===== src/rtl/keypad_display_top.sv =====
// keypad_display_top
//   4x4 matrix keypad scanner with debounce, a 4-digit multiplexed
//   7-segment display (common anode) and four debug LEDs.
//
//   clk        system clock (27 MHz on the board)
//   rst        asynchronous active-high reset
//   filas_raw  keypad rows, active-high, asynchronous to clk
//   columnas   one-hot active-high column drive
//   d          segments {g,f,e,d,c,b,a}, active-low
//   a          digit enables, active-low, a[0] = rightmost digit
//   led        last accepted key code
module keypad_display_top #(
  parameter int CLK_HZ        = 27_000_000,
  parameter int SCAN_TICKS    = 27_000,
  parameter int DEB_TICKS     = 270_000,
  parameter int REFRESH_TICKS = 27_000
) (
  input  logic       clk,
  input  logic       rst,
  input  logic [3:0] filas_raw,
  output logic [3:0] columnas,
  output logic [6:0] d,
  output logic [3:0] a,
  output logic [3:0] led
);

  // CLK_HZ only documents the tick parameters; nothing is derived from it.
  if (CLK_HZ > 0) begin : g_clk_doc
  end

  localparam int SW = (SCAN_TICKS    > 1) ? $clog2(SCAN_TICKS)    : 1;
  localparam int DW = (DEB_TICKS     > 1) ? $clog2(DEB_TICKS)     : 1;
  localparam int RW = (REFRESH_TICKS > 1) ? $clog2(REFRESH_TICKS) : 1;

  localparam logic [SW-1:0] SCAN_MAX = SW'(SCAN_TICKS - 1);
  localparam logic [DW-1:0] DEB_MAX  = DW'(DEB_TICKS - 1);
  localparam logic [RW-1:0] REF_MAX  = RW'(REFRESH_TICKS - 1);

  localparam logic [1:0] S_SCAN = 2'd0;
  localparam logic [1:0] S_DEB  = 2'd1;
  localparam logic [1:0] S_HELD = 2'd2;
  localparam logic [1:0] S_REL  = 2'd3;

  // ---------------------------------------------------------------
  // Row synchronizer
  // ---------------------------------------------------------------
  logic [3:0] rows_meta, rows;

  always_ff @(posedge clk or posedge rst) begin
    if (rst) begin
      rows_meta <= '0;
      rows      <= '0;
    end else begin
      rows_meta <= filas_raw;
      rows      <= rows_meta;
    end
  end

  // ---------------------------------------------------------------
  // Key decode from the captured rows and the frozen column
  // ---------------------------------------------------------------
  logic [3:0] rows_cap;
  logic [1:0] row_idx, col_idx;
  logic [3:0] code_now;

  // Lowest-index row wins when several are active.
  always_comb begin
    row_idx = 2'd0;
    if      (rows_cap[0]) row_idx = 2'd0;
    else if (rows_cap[1]) row_idx = 2'd1;
    else if (rows_cap[2]) row_idx = 2'd2;
    else if (rows_cap[3]) row_idx = 2'd3;
  end

  always_comb begin
    col_idx = 2'd0;
    if      (columnas[0]) col_idx = 2'd0;
    else if (columnas[1]) col_idx = 2'd1;
    else if (columnas[2]) col_idx = 2'd2;
    else if (columnas[3]) col_idx = 2'd3;
  end

  always_comb begin
    code_now = 4'h0;
    case ({row_idx, col_idx})
      4'b00_00: code_now = 4'h1;
      4'b00_01: code_now = 4'h2;
      4'b00_10: code_now = 4'h3;
      4'b00_11: code_now = 4'hA;
      4'b01_00: code_now = 4'h4;
      4'b01_01: code_now = 4'h5;
      4'b01_10: code_now = 4'h6;
      4'b01_11: code_now = 4'hB;
      4'b10_00: code_now = 4'h7;
      4'b10_01: code_now = 4'h8;
      4'b10_10: code_now = 4'h9;
      4'b10_11: code_now = 4'hC;
      4'b11_00: code_now = 4'hE;
      4'b11_01: code_now = 4'h0;
      4'b11_10: code_now = 4'hF;
      4'b11_11: code_now = 4'hD;
      default:  code_now = 4'h0;
    endcase
  end

  // ---------------------------------------------------------------
  // Scan / debounce FSM
  // ---------------------------------------------------------------
  logic [1:0]    state;
  logic [SW-1:0] scan_cnt;
  logic [DW-1:0] deb_cnt;
  logic [3:0]    code_q;
  logic          key_valid;

  wire [3:0] col_next = {columnas[2:0], columnas[3]};

  always_ff @(posedge clk or posedge rst) begin
    if (rst) begin
      state     <= S_SCAN;
      scan_cnt  <= '0;
      deb_cnt   <= '0;
      rows_cap  <= '0;
      columnas  <= 4'b0001;
      code_q    <= '0;
      key_valid <= 1'b0;
    end else begin
      key_valid <= 1'b0;
      case (state)
        S_SCAN: begin
          // A live row takes priority over the dwell timeout so the
          // press is attributed to the column currently driven.
          if (rows != 4'b0000) begin
            state    <= S_DEB;
            rows_cap <= rows;
            deb_cnt  <= '0;
            scan_cnt <= '0;
          end else if (scan_cnt == SCAN_MAX) begin
            scan_cnt <= '0;
            columnas <= col_next;
          end else begin
            scan_cnt <= scan_cnt + 1'b1;
          end
        end
        S_DEB: begin
          // rows_cap is nonzero, so a drop to 0000 is also a change.
          if (rows != rows_cap) begin
            state    <= S_SCAN;
            scan_cnt <= '0;
          end else if (deb_cnt == DEB_MAX) begin
            state     <= S_HELD;
            key_valid <= 1'b1;
            code_q    <= code_now;
          end else begin
            deb_cnt <= deb_cnt + 1'b1;
          end
        end
        S_HELD: begin
          if (rows == 4'b0000) begin
            state   <= S_REL;
            deb_cnt <= '0;
          end
        end
        default: begin // S_REL
          if (rows != 4'b0000) begin
            deb_cnt <= '0;
          end else if (deb_cnt == DEB_MAX) begin
            state    <= S_SCAN;
            scan_cnt <= '0;
            columnas <= col_next;
          end else begin
            deb_cnt <= deb_cnt + 1'b1;
          end
        end
      endcase
    end
  end

  // ---------------------------------------------------------------
  // Display buffer and LEDs, updated the cycle after key_valid
  // ---------------------------------------------------------------
  logic [3:0][3:0] disp_buf;

  always_ff @(posedge clk or posedge rst) begin
    if (rst) begin
      disp_buf <= '0;
      led      <= '0;
    end else if (key_valid) begin
      disp_buf <= {disp_buf[2:0], code_q};
      led      <= code_q;
    end
  end

  // ---------------------------------------------------------------
  // Digit multiplexer
  // ---------------------------------------------------------------
  logic [RW-1:0] ref_cnt;
  logic [1:0]    dig_sel;

  always_ff @(posedge clk or posedge rst) begin
    if (rst) begin
      ref_cnt <= '0;
      dig_sel <= '0;
    end else if (ref_cnt == REF_MAX) begin
      ref_cnt <= '0;
      dig_sel <= dig_sel + 1'b1;
    end else begin
      ref_cnt <= ref_cnt + 1'b1;
    end
  end

  logic [3:0] dig_code;

  assign a        = ~(4'b0001 << dig_sel);
  assign dig_code = disp_buf[dig_sel];

  always_comb begin
    d = 7'b1000000;
    case (dig_code)
      4'h0: d = 7'b1000000;
      4'h1: d = 7'b1111001;
      4'h2: d = 7'b0100100;
      4'h3: d = 7'b0110000;
      4'h4: d = 7'b0011001;
      4'h5: d = 7'b0010010;
      4'h6: d = 7'b0000010;
      4'h7: d = 7'b1111000;
      4'h8: d = 7'b0000000;
      4'h9: d = 7'b0010000;
      4'hA: d = 7'b0001000;
      4'hB: d = 7'b0000011;
      4'hC: d = 7'b1000110;
      4'hD: d = 7'b0100001;
      4'hE: d = 7'b0000110;
      4'hF: d = 7'b0001110;
      default: d = 7'b1000000;
    endcase
  end

endmodule


===== config.mk =====
export PLATFORM = sky130hd
export DESIGN_NAME = keypad_display_top
export DESIGN_NICKNAME = d
export VERILOG_FILES = /design/src/rtl/keypad_display_top.sv
export SDC_FILE = /design/constraint.sdc
export NUM_CORES = 1
export LEC_CHECK = 0
export CORE_MARGIN = 3
export CORE_UTILIZATION = 45
export CTS_BUF_LIST = sky130_fd_sc_hd__clkbuf_4 sky130_fd_sc_hd__clkbuf_8
export DETAILED_ROUTE_END_ITERATION = 7
export DONT_BUFFER_PORTS = 1
export GPL_ROUTABILITY_DRIVEN = 0
export PLACE_DENSITY = 0.64
export SETUP_SLACK_MARGIN = 0.02
export SYNTH_ARGS = -nofsm -noshare
export SYNTH_HDL_FRONTEND = slang
export SYNTH_SLANG_ARGS = --single-unit

===== constraint.sdc =====
create_clock -name clk -period 3.45 [get_ports clk]
set_input_delay 0.69 -clock clk [delete_from_list [all_inputs] [get_ports clk]]
set_output_delay 0.69 -clock clk [all_outputs]
set_load 0.02 [all_outputs]

==> CHANGELOG.md <==
## Implementation

* Outcome: completed
* CTS tree: built
* WP data arrival at 2.48 ns
* Largest delay share family, worst path: multiplexers
* Uppermost layer routed: met4
* Top pwr grp: registers
* Slew @ Worst Pin at 0.833 ns
* Final worst-path cycle share at 91.9%
* Most frequent CP cell: nor2_1
* CP max FO at 7
* Yosys chip area at 5080 sq um
* MI comb area at 2620 sq um
* Sequence of cells on the critical path: mux4_2, inv_1, ha_1, nor2_1, a21oi_1, nor2_1, a31oi_2
* P_seq at 1.17 mW
* Final hold viol count at 0
* Distinct cells, synth at 56
* Clock share of power at 30.0%
* Antenna violations before repair at 0
* RSZ-0062 raised after global routing: no
* Combinational share of power at 24.3%
* First-pass GRT wire length at 17500 um
### Signal wires by layer

(3 px per um) Only two layers are drawn.
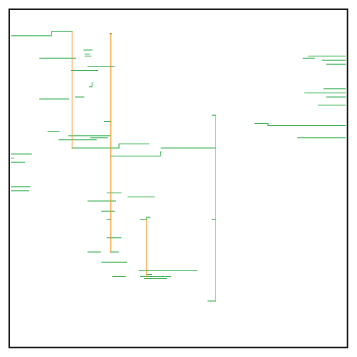
orange -> met4  # wire length 192 um
green -> met3  # wire length 407 um
Tot GR Track Use: 16.7%
average routed wire per standard cell: 15.4 um
final wirelength: 10000 um

### Routing congestion

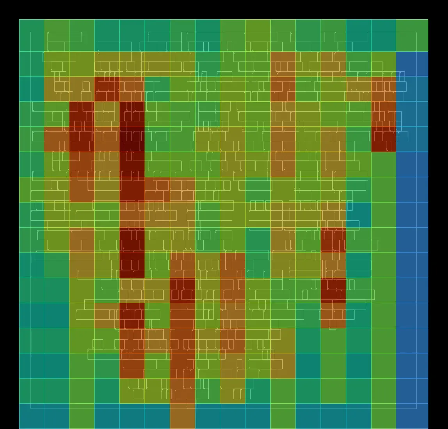
GR Util met2: 26.5%
Finished Core Util: 49.9%
most crowded layer after global routing: met2
M3 GR Usage: 2.53%

### Met1 routing

(3 px per um) Supply wires on this layer in grey.
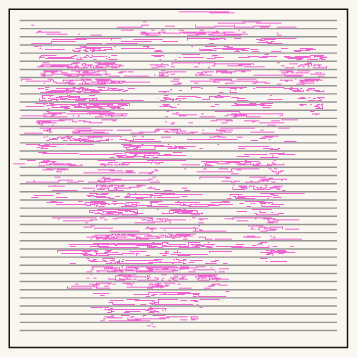
share of all routed wire = 46%
wire length on this layer = 4630 um
main direction = horizontal
longest straight run = 19.3 um
GR Util met1: 22.7%
vias: 3779

### Close-up of the layout

Region (41, 64) to (71, 94) um. Cells in grey, sequential cells in the stronger grey; small squares are vias.
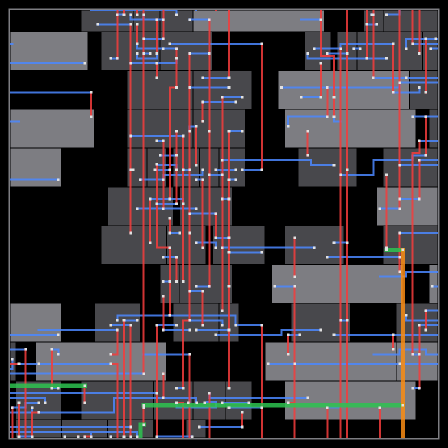
green -> met3
orange -> met4
blue -> met1
red -> met2
netlist names of flops here include = `code_q` (4), `scan_cnt` (2)
cells with their middle in the window = 51
most frequent = dfrtp_1 (9), mux2_2 (6)
sequential cells in the window = 9

### Selected gate families

(4 px per um)
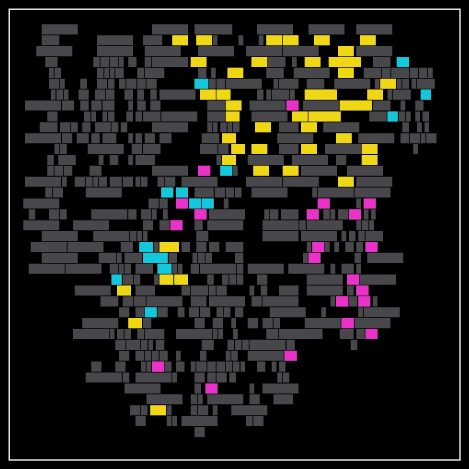
cyan -> AND-OR and OR-AND gates  # cells 14, most used a22o_1
magenta -> XOR/XNOR gates  # cells 21, most used xor2_1
yellow -> multiplexers  # cells 42, most used mux2_2
fin cells: 649
most numerous logic cell after layout: dfrtp_1
logic share of the area: 48.1%

Power is estimated from default activity; no workload was simulated.
